===== src/rtl/dilithium_pkg.sv =====
// Shared Dilithium constants and types for the polynomial-vector datapath.
package dilithium_pkg;

  localparam int unsigned K = 6;
  localparam int unsigned N = 256;
  localparam int unsigned W = 32;
  localparam int unsigned Q = 8380417;

  typedef logic signed [W-1:0] coeff_t;

  typedef enum logic [1:0] {
    StIdle,
    StIssue,
    StDrain,
    StDone
  } seq_state_e;

endpackage


===== src/rtl/poly_lane_add.sv =====
// Combinational bank of LANES coefficient adders.
// Optional mod-Q reduction when POLYVECK_ADD_SEQ_REDUCE_EN is defined.
module poly_lane_add #(
  parameter int unsigned LANES = 4,
  parameter int unsigned CW    = dilithium_pkg::W
) (
  input  logic [LANES*CW-1:0] i_u,
  input  logic [LANES*CW-1:0] i_v,
  output logic [LANES*CW-1:0] o_sum
);
  import dilithium_pkg::*;

  for (genvar gi = 0; gi < LANES; gi++) begin : g_lane
    logic [CW-1:0] w_u;
    logic [CW-1:0] w_v;
    assign w_u = i_u[gi*CW +: CW];
    assign w_v = i_v[gi*CW +: CW];
`ifdef POLYVECK_ADD_SEQ_REDUCE_EN
    localparam logic [CW:0] QW = (CW+1)'(Q);
    logic [CW:0] w_s;
    logic [CW:0] w_r;
    // Inputs lie in [0,Q), so a single conditional subtract suffices.
    assign w_s = {1'b0, w_u} + {1'b0, w_v};
    assign w_r = (w_s >= QW) ? (w_s - QW) : w_s;
    assign o_sum[gi*CW +: CW] = w_r[CW-1:0];
`else
    assign o_sum[gi*CW +: CW] = w_u + w_v;
`endif
  end

endmodule


===== src/rtl/polyveck_add_seq.sv =====
// Time-multiplexed w = u + v sequencer streaming LANES coefficients per cycle.
// Build option POLYVECK_ADD_SEQ_REDUCE_EN enables mod-Q reduction in the lane adders.
module polyveck_add_seq #(
  parameter int unsigned K     = dilithium_pkg::K,
  parameter int unsigned N     = dilithium_pkg::N,
  parameter int unsigned W     = dilithium_pkg::W,
  parameter int unsigned LANES = 4,
  localparam int unsigned G    = K * N / LANES,
  localparam int unsigned AW   = $clog2(G)
) (
  input  logic               clk_in,
  input  logic               rst_n_in,
  input  logic               start_in,
  input  logic               hold_in,
  output logic               busy_out,
  output logic               done_out,
  output logic               rd_en_out,
  output logic [AW-1:0]      rd_addr_out,
  input  logic [LANES*W-1:0] u_data_in,
  input  logic [LANES*W-1:0] v_data_in,
  output logic               wr_en_out,
  output logic [AW-1:0]      wr_addr_out,
  output logic [LANES*W-1:0] w_data_out
);
  import dilithium_pkg::*;

  localparam logic [AW-1:0] LastGrp = AW'(G - 1);

  seq_state_e         r_state, w_state_next;
  logic [AW-1:0]      r_rd_cnt, w_rd_cnt_next;
  logic [AW-1:0]      r_wr_cnt, w_wr_cnt_next;
  logic               w_issue;
  logic               r_valid_d;
  logic [AW-1:0]      r_addr_d;
  logic               r_wr_en;
  logic [AW-1:0]      r_wr_addr;
  logic [LANES*W-1:0] r_w_data;
  logic [LANES*W-1:0] w_sum;

  poly_lane_add #(
    .LANES (LANES),
    .CW    (W)
  ) u_lane_add (
    .i_u   (u_data_in),
    .i_v   (v_data_in),
    .o_sum (w_sum)
  );

  always_comb begin
    w_state_next  = r_state;
    w_rd_cnt_next = r_rd_cnt;
    w_wr_cnt_next = r_wr_en ? (r_wr_cnt + 1'b1) : r_wr_cnt;
    w_issue       = 1'b0;
    unique case (r_state)
      StIdle: begin
        if (start_in) begin
          w_state_next  = StIssue;
          w_rd_cnt_next = '0;
          w_wr_cnt_next = '0;
        end
      end
      StIssue: begin
        if (!hold_in) begin
          w_issue = 1'b1;
          if (r_rd_cnt == LastGrp) begin
            w_rd_cnt_next = '0;
            w_state_next  = StDrain;
          end else begin
            w_rd_cnt_next = r_rd_cnt + 1'b1;
          end
        end
      end
      StDrain: begin
        // Leave as the final write retires so done lands the cycle after it.
        if (r_wr_en && (r_wr_cnt == LastGrp)) begin
          w_wr_cnt_next = '0;
          w_state_next  = StDone;
        end
      end
      StDone: begin
        w_state_next = StIdle;
      end
      default: begin
        w_state_next = StIdle;
      end
    endcase
  end

  always_ff @(posedge clk_in or negedge rst_n_in) begin
    if (!rst_n_in) begin
      r_state  <= StIdle;
      r_rd_cnt <= '0;
      r_wr_cnt <= '0;
    end else begin
      r_state  <= w_state_next;
      r_rd_cnt <= w_rd_cnt_next;
      r_wr_cnt <= w_wr_cnt_next;
    end
  end

  // Pipeline keeps flowing regardless of hold_in; only issue is gated.
  always_ff @(posedge clk_in or negedge rst_n_in) begin
    if (!rst_n_in) begin
      r_valid_d <= 1'b0;
      r_addr_d  <= '0;
      r_wr_en   <= 1'b0;
      r_wr_addr <= '0;
      r_w_data  <= '0;
    end else begin
      r_valid_d <= w_issue;
      if (w_issue) begin
        r_addr_d <= r_rd_cnt;
      end
      r_wr_en <= r_valid_d;
      if (r_valid_d) begin
        r_wr_addr <= r_addr_d;
        r_w_data  <= w_sum;
      end
    end
  end

  assign busy_out    = (r_state == StIssue) || (r_state == StDrain);
  assign done_out    = (r_state == StDone);
  assign rd_en_out   = w_issue;
  assign rd_addr_out = r_rd_cnt;
  assign wr_en_out   = r_wr_en;
  assign wr_addr_out = r_wr_addr;
  assign w_data_out  = r_w_data;

endmodule


===== config.mk =====
export PLATFORM = sky130hd
export DESIGN_NAME = polyveck_add_seq
export DESIGN_NICKNAME = d
export VERILOG_FILES = /design/src/rtl/dilithium_pkg.sv /design/src/rtl/poly_lane_add.sv /design/src/rtl/polyveck_add_seq.sv
export SDC_FILE = /design/constraint.sdc
export NUM_CORES = 1
export LEC_CHECK = 0
export CAP_MARGIN = 10
export CELL_PAD_IN_SITES_DETAIL_PLACEMENT = 0
export CELL_PAD_IN_SITES_GLOBAL_PLACEMENT = 1
export CORE_AREA = 8 8 230 177
export DETAILED_ROUTE_END_ITERATION = 10
export DIE_AREA = 0 0 238 185
export PLACE_DENSITY_LB_ADDON = 0.1
export SYNTH_ARGS = -nofsm -noshare
export SYNTH_HDL_FRONTEND = slang
export SYNTH_SLANG_ARGS = --single-unit

===== constraint.sdc =====
create_clock -name clk_in -period 2.4 [get_ports clk_in]
set_clock_uncertainty 0.1 [all_clocks]
set_input_delay 0.48 -clock clk_in [delete_from_list [all_inputs] [get_ports clk_in]]
set_output_delay 0.48 -clock clk_in [all_outputs]
set_load 0.1 [all_outputs]

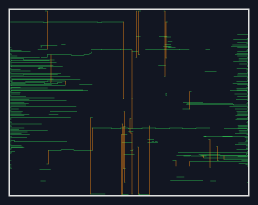
Figure 1: wiring by layer.
Scale: 1 px per µm. Only two layers are drawn.
- met4: orange (wire length 1040 µm)
- met3: green (wire length 3580 µm)
Via Count: 13.1k
routed wire length: 48500 µm
detailed-route wire length per cell: 18.5 µm

==> run summary <==
State of the implementation.

- Per the final layout report, the fraction of cells sized above drive strength 1 comes to 0.452.
- The final critical-path required period is 2.54 ns, for reference.
- The number of maximum-capacitance violations recorded for the run is 0.
- The critical path is of the input pin to flip-flop type.
- In this run the worst path has a maximum fanout of 2.
- The first element of the critical path is v_data_in[96], for reference.
- The initial antenna violation count is 9, for reference.
- The area share of the leading cell type in the synthesized netlist is 0.331, for reference.
- The TritonCTS clock tree is built, for reference.
- The number of synthesized register bits is 168, for reference.
- The number of buffers created by CTS is 17, for reference.
- The final reports fail on negative setup slack.
- In this run the register-to-register setup slack is approximately 0.27 ns.
- The final tally of setup violations is 20, for reference.
- The placer congestion estimate is 0.881, for reference.
- The cell row count is 62, for reference.
- Setup repair after global routing could not meet its margin everywhere.
- Data on the critical path arrives at its endpoint at 2.78 ns.
- For this block, the initial DRC count from the detailed router was around 540.
- The count of warnings emitted by yosys is 0, for reference.
- Pin placement for this block handled 410 I/O pins.
- The cell type with the largest total area after synthesis is dfrtp_1, for reference.
- The die area is 44000 µm², for reference.
- The final setup TNS is -1.20 ns, for reference.
- The share of synthesized cell area in full adder, half adder and majority cells is 0.134, for reference.
- The clock-pin slew on the worst setup and hold paths is 0.07 ns, for reference.
- The average size of a mapped cell is 9.58 µm², for reference.
- The required time at the worst endpoint is listed as 2.64 ns.
- Per the post-route antenna check, the number of violating nets is 0.
- The combined area of all synthesized cells is 12700 µm², for reference.
- The synthesized design contains 0 enable-type register cells.
- The synth_stat.txt file lists the number of cells as 1327.
- The run finished, with violations left.
- The number of levels in the clock H-tree is 4, for reference.
- The hold path endpoint is w_data_out[96], for reference.
- At the pin with the least slew margin, the transition time is roughly 0.52 ns.
- The gate count of the mapped netlist is around 1.3k, for reference.
- Per the detail_route report, DRC violations left total 0.
- The signal on the critical path passes through buf_6 -> ha_4 -> fa_2 -> a21o_1 -> a31oi_4 -> o211a_1 -> o21bai_2 -> a221o_1 -> a21oi_2 -> o21ai_2 -> xor2_1 -> mux2_4.
- The stat command in Yosys gives a chip area of 12700 µm².
- The die outline height is approximately 190 µm, for reference.
- The report gives the cell count of the worst hold path as 3.
- Detailed placement ended at an HPWL of 37400 µm.
- For this configuration, the core starts out at a cell density of 0.340.
- The cell family with the largest share of critical-path delay is AND-OR/OR-AND gates, for reference.
- The final report lists a non-filler cell total of 2621.
- The share of flip-flops with an asynchronous set or reset is 1.00, for reference.
- The type of element capturing the critical path is a flip-flop, for reference.
- Among the non-sequential cells, AND-OR/OR-AND gates take the most area.
- Once routing completed, OpenROAD measured the worst setup slack at -0.141 ns.
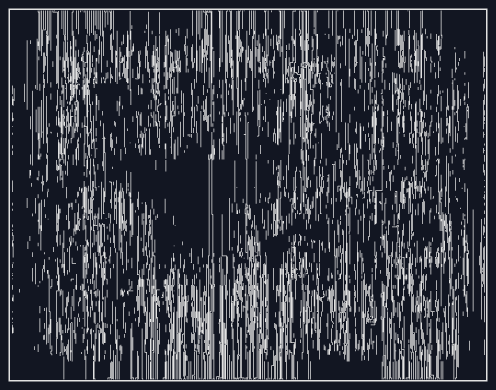
Figure 2: met2 routing.
Scale: 2 px per µm.
- wire length on this layer: 22.4 mm
- nets with wire on the layer: 2187
global-route track usage on met2: 0.340

[flip-flops by register name, indices dropped and copies added (netlist names)]
| signal | cells |
|---|---|
| w_data_out | 128 |
| r_wr_cnt | 9 |
| r_addr_d | 9 |
| wr_en_out | 1 |
| rd_addr_out | 9 |
| r_valid_d | 1 |
| r_state | 2 |
| wr_addr_out | 9 |
[worst min-delay path, delay by kind of cell]
kind                     cells  cell delay, ns
adder cells (fa/ha/maj)      1            0.10
buffers and inverters        1            0.07
multiplexers                 1            0.12
[worst max-delay path by stage]
stage                 endpoint  slack (ns)  cells past startpoint
2_1_floorplan   w_data_out[56]       -0.38                     11
5_1_grt        w_data_out[116]       -0.20                     12
6_report       w_data_out[116]       -0.14                     12
4_1_cts         w_data_out[61]       -0.15                     12
3_3_place_gp    w_data_out[62]       -1.08                     12
3_5_place_dp    w_data_out[62]       -1.10                     12
[metrics by stage]
step | util | setup slack [ns] | cell area (µm²)
finish | 0.599 | -0.141 | 22400
global route | 0.599 | -0.199 | 22400
CTS | 0.576 | -0.147 | 21500
detailed placement | 0.534 | -1.10 | 20000
global placement | 0.534 | -1.08 | 20000
floorplan | - | -0.378 | 13300
[logic make-up after synthesis]
logic type,count (synthesis)
muxes,123
xor gates and xnor gates,118
DFF,168
AOI/OAI and AO/OA,415
adders and majority gates,134
and+or+nand+nor,294
buffers and inverters,75
[placed cells by master, fill, tap and decap left out, types with 15 or more instances in the layout]
master and count:
inv_1 32, mux2_4 17, o21ai_2 16, mux2_2 102, buf_6 33, xor2_1 45
a21o_1 79, buf_4 497, clkbuf_16 17, dfrtp_1 162, xnor2_1 71, clkdlybuf4s50_1 124
nand4_1 27, dlygate4sd2_1 57, o21ai_0 38, a21oi_1 90, clkdlybuf4s15_1 23, nand3_1 21
o21bai_1 15, ha_4 68, ha_1 58, a21oi_2 41, nand2_1 75, nor2_1 68
[final cells by class]
cell class | instances | area (µm²) | area share
clock inverter | 13 | 208 | 0.00928
antenna | 7 | 17.5 | 0.000782
tap | 512 | 641 | 0.0286
timing repair buffer | 786 | 6640 | 0.297
inverter | 32 | 120 | 0.00536
clock buffer | 19 | 433 | 0.0193
sequential | 168 | 4210 | 0.188
multi-input combinational | 1084 | 10100 | 0.452
[metal layers]
layer  vias to the layer above  track usage  routed length (µm)
li1                       6436            -                   -
met1                      6243        0.271               21500
met2                       316        0.340               22400
met3                        52       0.0754                3580
met4                         8       0.0591                1040
met5                         -            0                  57
[report_power, final]
| part | total (mW) | switching (mW) | internal, mW |
|---|---|---|---|
| Combinational | 16.8 | 11.9 | 4.88 |
| Clock | 3.16 | 1.37 | 1.79 |
| Sequential | 4.74 | 0.736 | 4.01 |
| Total | 24.7 | 14.0 | 10.7 |
[what timing repair did]
| item | 4_1_cts | 5_1_grt |
|---|---|---|
| setup endpoints to repair | 84 | 61 |
| pin swaps | 158 | 140 |
| hold buffers | 1 | 0 |
| buffers inserted | 46 | 20 |
| endpoints found under the hold margin | 41 | 0 |
| gates resized | 342 | 183 |
